`config.mk`:
```
export PLATFORM = sky130hd
export DESIGN_NAME = natalius_loader_flat
export DESIGN_NICKNAME = d
export VERILOG_FILES = /design/src/rtl/natalius_pkg.sv /design/src/rtl/natalius_loader_if.sv /design/src/rtl/natalius_loader_timer.sv /design/src/rtl/natalius_loader.sv /design/src/flat_wrapper.sv
export SDC_FILE = /design/constraint.sdc
export NUM_CORES = 1
export LEC_CHECK = 0
export ABC_AREA = 1
export ABC_CLOCK_PERIOD_IN_PS = 1600
export CORE_MARGIN = 8
export CORE_UTILIZATION = 46
export DETAILED_ROUTE_END_ITERATION = 8
export MAX_ROUTING_LAYER = met4
export PLACE_DENSITY = 0.72
export SKIP_LAST_GASP = 1
export SYNTH_ARGS = -nofsm -noshare
export SYNTH_HDL_FRONTEND = slang
export SYNTH_SLANG_ARGS = --single-unit
```
`constraint.sdc`:
```
create_clock -name clk -period 1.6 [get_ports clk]
set_input_delay 0.24 -clock clk [delete_from_list [all_inputs] [get_ports clk]]
set_output_delay 0.24 -clock clk [all_outputs]
set_load 0.01 [all_outputs]
```
`src/rtl/natalius_pkg.sv`:
```
`default_nettype none
// ============================================================================
//  Module  : natalius_pkg
//  Brief   : Shared types and sizing constants for the Natalius loader slice.
//  Revision: 1.0  initial release
// ============================================================================
package natalius_pkg;

    localparam int IMEM_ADDR_W    = 11;
    localparam int INST_W         = 16;
    localparam int LOADER_TIMEOUT = 65535;

    typedef enum logic [2:0] {
        IDLE    = 3'd0,
        RECV_HI = 3'd1,
        RECV_LO = 3'd2,
        WRITE   = 3'd3,
        FINISH  = 3'd4
    } loader_state_t;

endpackage
`default_nettype wire

```
`src/rtl/natalius_loader_if.sv`:
```
`default_nettype none
// ============================================================================
//  Module  : natalius_loader_if
//  Brief   : Host byte handshake plus SRAM port-0 write bus of the loader.
//  Revision: 1.0  initial release
// ============================================================================
interface natalius_loader_if #(
    parameter int ADDR_W = 11,
    parameter int DATA_W = 16
);
    logic              byte_valid;
    logic [7:0]        byte_data;
    logic              byte_ready;
    logic              csb0;
    logic              web0;
    logic [1:0]        wmask0;
    logic [ADDR_W-1:0] addr0;
    logic [DATA_W-1:0] din0;

    // master: host/memory side; slave: the loader itself
    modport master (
        output byte_valid, byte_data,
        input  byte_ready, csb0, web0, wmask0, addr0, din0
    );
    modport slave (
        input  byte_valid, byte_data,
        output byte_ready, csb0, web0, wmask0, addr0, din0
    );
endinterface
`default_nettype wire

```
`src/rtl/natalius_loader_timer.sv`:
```
`default_nettype none
// ============================================================================
//  Module  : natalius_loader_timer
//  Brief   : Clearable idle counter; expire flags the cycle that reaches LIMIT.
//  Revision: 1.0  initial release
// ============================================================================
module natalius_loader_timer #(
    parameter int CNT_W = 16,
    parameter int LIMIT = 65535
) (
    input  wire logic clk,
    input  wire logic rst_n,
    input  wire logic clr,
    input  wire logic en,
    output logic      expire
);
    logic [CNT_W-1:0] r_count;

    always_ff @(posedge clk or negedge rst_n) begin
        if (!rst_n) begin
            r_count <= '0;
        end else if (clr) begin
            r_count <= '0;
        end else if (en) begin
            r_count <= r_count + CNT_W'(1);
        end
    end

    // Fires on the idle cycle whose count step lands on LIMIT
    assign expire = en && (r_count == CNT_W'(LIMIT - 1));

endmodule
`default_nettype wire

```
`src/rtl/natalius_loader.sv`:
```
`default_nettype none
// ============================================================================
//  Module  : natalius_loader
//  Brief   : Packs host bytes into instruction words and writes SRAM port 0.
//  Revision: 1.0  initial release
// ============================================================================
module natalius_loader
    import natalius_pkg::*;
#(
    parameter int ADDR_W  = IMEM_ADDR_W,
    parameter int DATA_W  = INST_W,
    parameter int TIMEOUT = LOADER_TIMEOUT
) (
    input  wire logic              clk,
    input  wire logic              rst_n,
    input  wire logic              load_start,
    input  wire logic [ADDR_W-1:0] base_addr,
    input  wire logic [ADDR_W:0]   word_count,
    input  wire logic              cpu_release,
    natalius_loader_if.slave       bus,
    output logic                   cpu_hold,
    output logic                   busy,
    output logic                   done,
    output logic                   err,
    output logic [7:0]             checksum
);
    loader_state_t     r_state;
    loader_state_t     w_next_state;
    logic [ADDR_W-1:0] r_addr;
    logic [DATA_W-1:0] r_din;
    logic [ADDR_W:0]   r_remaining;
    logic [7:0]        r_checksum;
    logic              r_busy;
    logic              r_done;
    logic              r_err;
    logic              r_cpu_hold;
    logic              w_in_recv;
    logic              w_xfer;
    logic              w_start;
    logic              w_expire;

    assign w_in_recv = (r_state == RECV_HI) || (r_state == RECV_LO);
    assign w_xfer    = w_in_recv && bus.byte_valid;
    assign w_start   = (r_state == IDLE) && load_start;

    natalius_loader_timer #(
        .CNT_W (16),
        .LIMIT (TIMEOUT)
    ) u_timer (
        .clk    (clk),
        .rst_n  (rst_n),
        .clr    (w_xfer || w_start),
        .en     (w_in_recv && !bus.byte_valid),
        .expire (w_expire)
    );

    always_ff @(posedge clk or negedge rst_n) begin
        if (!rst_n) begin
            r_state <= IDLE;
        end else begin
            r_state <= w_next_state;
        end
    end

    always_comb begin
        w_next_state = r_state;
        case (r_state)
            IDLE: begin
                if (load_start) begin
                    w_next_state = (word_count == '0) ? FINISH : RECV_HI;
                end
            end
            RECV_HI: begin
                if (w_xfer)        w_next_state = RECV_LO;
                else if (w_expire) w_next_state = IDLE;
            end
            RECV_LO: begin
                if (w_xfer)        w_next_state = WRITE;
                else if (w_expire) w_next_state = IDLE;
            end
            WRITE:   w_next_state = (r_remaining == (ADDR_W+1)'(1)) ? FINISH : RECV_HI;
            FINISH:  w_next_state = IDLE;
            default: w_next_state = IDLE;
        endcase
    end

    // Strobes decode straight from the state register so reset kills them at once
    always_comb begin
        bus.byte_ready = w_in_recv;
        bus.csb0       = (r_state != WRITE);
        bus.web0       = (r_state != WRITE);
        bus.wmask0     = 2'b11;
    end

    always_ff @(posedge clk or negedge rst_n) begin
        if (!rst_n) begin
            r_addr      <= '0;
            r_din       <= '0;
            r_remaining <= '0;
            r_checksum  <= '0;
            r_busy      <= 1'b0;
            r_done      <= 1'b0;
            r_err       <= 1'b0;
            r_cpu_hold  <= 1'b1;
        end else begin
            case (r_state)
                IDLE: begin
                    if (load_start) begin
                        r_addr      <= base_addr;
                        r_remaining <= word_count;
                        r_checksum  <= '0;
                        r_done      <= 1'b0;
                        r_err       <= 1'b0;
                        r_busy      <= 1'b1;
                        r_cpu_hold  <= 1'b1;
                    end else if (cpu_release) begin
                        r_cpu_hold  <= 1'b0;
                    end
                end
                RECV_HI, RECV_LO: begin
                    if (w_xfer) begin
                        r_checksum <= r_checksum + bus.byte_data;
                        if (r_state == RECV_HI) r_din[DATA_W-1 -: 8] <= bus.byte_data;
                        else                    r_din[7:0]           <= bus.byte_data;
                    end else if (w_expire) begin
                        r_err  <= 1'b1;
                        r_busy <= 1'b0;
                    end
                end
                WRITE: begin
                    r_addr      <= r_addr + ADDR_W'(1);
                    r_remaining <= r_remaining - (ADDR_W+1)'(1);
                end
                FINISH: begin
                    r_busy     <= 1'b0;
                    r_done     <= 1'b1;
                    r_cpu_hold <= 1'b0;
                end
                default: ;
            endcase
        end
    end

    assign bus.addr0 = r_addr;
    assign bus.din0  = r_din;
    assign cpu_hold  = r_cpu_hold;
    assign busy      = r_busy;
    assign done      = r_done;
    assign err       = r_err;
    assign checksum  = r_checksum;

endmodule
`default_nettype wire

```
`src/flat_wrapper.sv`:
```
// flat-port wrapper written by rule: the top's interface ports become plain ports
module natalius_loader_flat import natalius_pkg::*;
#(
    parameter int ADDR_W  = IMEM_ADDR_W,
    parameter int DATA_W  = INST_W,
    parameter int TIMEOUT = LOADER_TIMEOUT
)
  (clk, rst_n, load_start, base_addr, word_count, cpu_release, cpu_hold, busy, done, err, checksum, bus_byte_valid, bus_byte_data, bus_byte_ready, bus_csb0, bus_web0, bus_wmask0, bus_addr0, bus_din0);
  natalius_loader_if #(.ADDR_W(ADDR_W), .DATA_W(DATA_W)) bus_i ();
  input  wire logic clk;
  input  wire logic rst_n;
  input  wire logic load_start;
  input  wire logic [ADDR_W-1:0] base_addr;
  input  wire logic [ADDR_W:0] word_count;
  input  wire logic cpu_release;
  output logic cpu_hold;
  output logic busy;
  output logic done;
  output logic err;
  output logic [7:0] checksum;
  input wire logic [$bits(bus_i.byte_valid)-1:0] bus_byte_valid;
  input wire logic [$bits(bus_i.byte_data)-1:0] bus_byte_data;
  output wire logic [$bits(bus_i.byte_ready)-1:0] bus_byte_ready;
  output wire logic [$bits(bus_i.csb0)-1:0] bus_csb0;
  output wire logic [$bits(bus_i.web0)-1:0] bus_web0;
  output wire logic [$bits(bus_i.wmask0)-1:0] bus_wmask0;
  output wire logic [$bits(bus_i.addr0)-1:0] bus_addr0;
  output wire logic [$bits(bus_i.din0)-1:0] bus_din0;
  assign bus_i.byte_valid = bus_byte_valid;
  assign bus_i.byte_data = bus_byte_data;
  assign bus_byte_ready = bus_i.byte_ready;
  assign bus_csb0 = bus_i.csb0;
  assign bus_web0 = bus_i.web0;
  assign bus_wmask0 = bus_i.wmask0;
  assign bus_addr0 = bus_i.addr0;
  assign bus_din0 = bus_i.din0;
  natalius_loader #(.ADDR_W(ADDR_W), .DATA_W(DATA_W), .TIMEOUT(TIMEOUT)) u_core (.clk(clk), .rst_n(rst_n), .load_start(load_start), .base_addr(base_addr), .word_count(word_count), .cpu_release(cpu_release), .bus(bus_i), .cpu_hold(cpu_hold), .busy(busy), .done(done), .err(err), .checksum(checksum));
endmodule
```
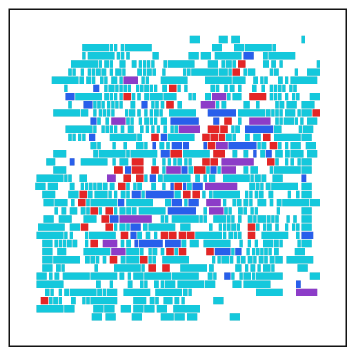
(cell sizes after repair)
(3 px per um)
size	color	cells
drive 2	blue	46
drive 6 and up	purple	18
drive 3 to 4	red	56
drive 1 or less	cyan	590

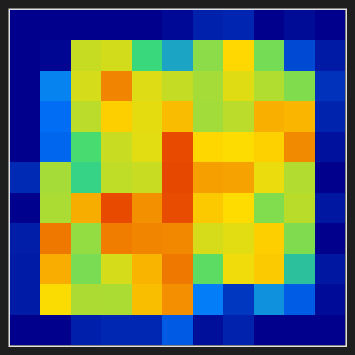
(cell area per tile)
(3 px per um) 11 x 11 tiles, from dark blue (low) to red (high), 0 to 100% covered.
densest ninth of the die	center
nearly empty tiles	17%
mean over tiles	45%
fullest tile	92%
tiles over 75% full	24%

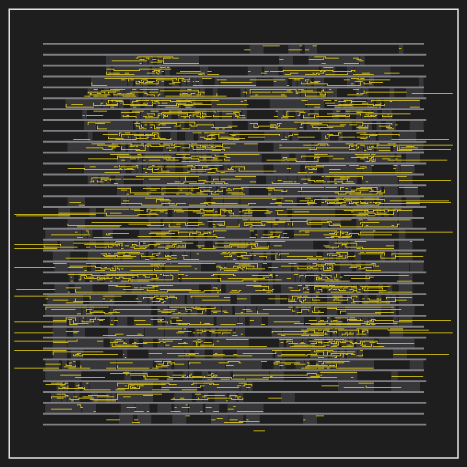
(signal wires on met1)
(4 px per um) Supply wires on this layer in gray. Cells faint in the background.
nets with wire on the layer	698
share of all routed wire	45%
wire length on this layer	5260 um
longest straight run	28.5 um
main direction	horizontal

==> Flow_metrics.wiki <==
== Implementation results ==
{| class="wikitable"
! Metric !! Value
|-
| Outcome || completed
|-
| Slowest cell on the critical path || dfrtp_1
|-
| Critical-path cell list || buf_4 > nand3_2 > clkdlybuf4s15_2
|-
| Area enclosed by the die boundary || 12500 um2
|-
| Largest net degree at the start of global routing || 71
|-
| Horiz. Die Dim || 112 um
|-
| Top post-synthesis cells by count || nand2_1 (170), nor2_1 (73), dfrtp_1 (69)
|-
| Antenna Cells || 0
|-
| Instance count on the critical path || 3
|-
| Utilization after layout || 63.6%
|-
| Average cell area after synthesis || 7.27 um2
|-
| # fillers || 804
|-
| Total negative slack for setup checks || 0 ns
|-
| First drt pass iteration count || 5
|-
| Detailed-route DRC error count || 0
|-
| Logic share of the area || 37.5%
|-
| Buffer-and-inverter tally for the worst setup path || 2
|-
| Proportion of final cell area spent on non-clock buffers || 20.8%
|-
| TritonCTS Buffers || 9
|-
| MUX share of area || 0%
|-
| Final-layout clock buffer total || 11
|-
| Max-slew violations || 0
|-
| Post-Place Setup Slack || -0.359 ns
|-
| Cell family contributing the most delay on the critical path || buffers and inverters
|-
| Group drawing the most power || combinational logic
|-
| XOR-XNOR Cells, Area Fraction || 1.24%
|-
| Vias after detailed routing || 4201
|-
| Termination of the worst setup path || bus_csb0
|-
| I/O pin cnt || 80
|-
| Area taken by flip-flops and latches || 1760 um2
|-
| Routed wl met3 || 672 um
|-
| Hold Buf Count CTS || 1
|-
| Nature of the critical path endpoint || output port
|-
| Portion of total power attributed to combinational logic || 51.2%
|-
| Number of ordinary inverters in the final layout || 67
|-
| Final instance count without filler cells || 821
|-
| Top logic family || simple AND/OR/NAND/NOR gates
|-
| Synthesized cell area || 4220 um2
|-
| Static leakage power || 2.87 nW
|-
| Distinct cells, synth || 40
|-
| Core footprint || 9060 um2
|-
| Start-to-end type of the worst setup path || reg -> out
|-
| Terminating pin of the worst hold path || u_core.bus.din0[8]
|-
| Critical path required time || 1.36 ns
|-
| Synth-to-Final Area Change || 36.5%
|-
| GRT met2 Usage || 30.9%
|-
| Cell depth of the worst flop-to-flop path || 8
|-
| Max IR drop VDD || 0.000749 V
|-
| Fraction of the yosys area taken by sequential cells || 41.5%
|-
| Sequential share of cell area || 30.5%
|-
| Power drawn by the sequential cells || 0.00296 W
|-
| Adder and majority cell fraction of the synthesized area || 4.03%
|-
| Post-synthesis compound-gate area fraction || 9.39%
|-
| Power per cell area || 1690 nW/um2
|-
| Area of the multi-input gates || 2160 um2
|-
| Gp weighted congestion || 0.922
|-
| Uppermost layer routed || met4
|-
| Critical path data arrival time || 1.35 ns
|-
| Number of cells in the design after placement || 797
|-
| Routed wl met2 || 5570 um
|-
| Setup repair after global routing missed its margin || true
|-
| Synth Warn # || 0
|-
| Pre-Place Util || 46.6%
|-
| Yosys Instances || 581
|-
| Die outline height || 112 um
|-
| Clock tree cell share of total cell area || 4.30%
|-
| Num rows || 35
|-
| Resized cells post-CTS || 16
|-
| Share of cells above drive strength 1 || 16.9%
|-
| Origin of the worst setup path || u_core.r_state[0]
|-
| Total global routing track utilization || 19.2%
|-
| Number of instances on the worst hold path || 3
|-
| Final setup slack of the worst path || 0.00708 ns
|-
| Hold/Removal Path Class || in -> reg
|-
| Met3 global-route usage || 4.55%
|-
| HPWL after DPL || 8410 um
|-
| Top Usage Layer GRT || met2
|-
| Worst hold-check slack || 0.237 ns
|-
| Main flop type || dfrtp_1
|}
Power figures rest on the tool's default switching activity, not on a simulated workload.
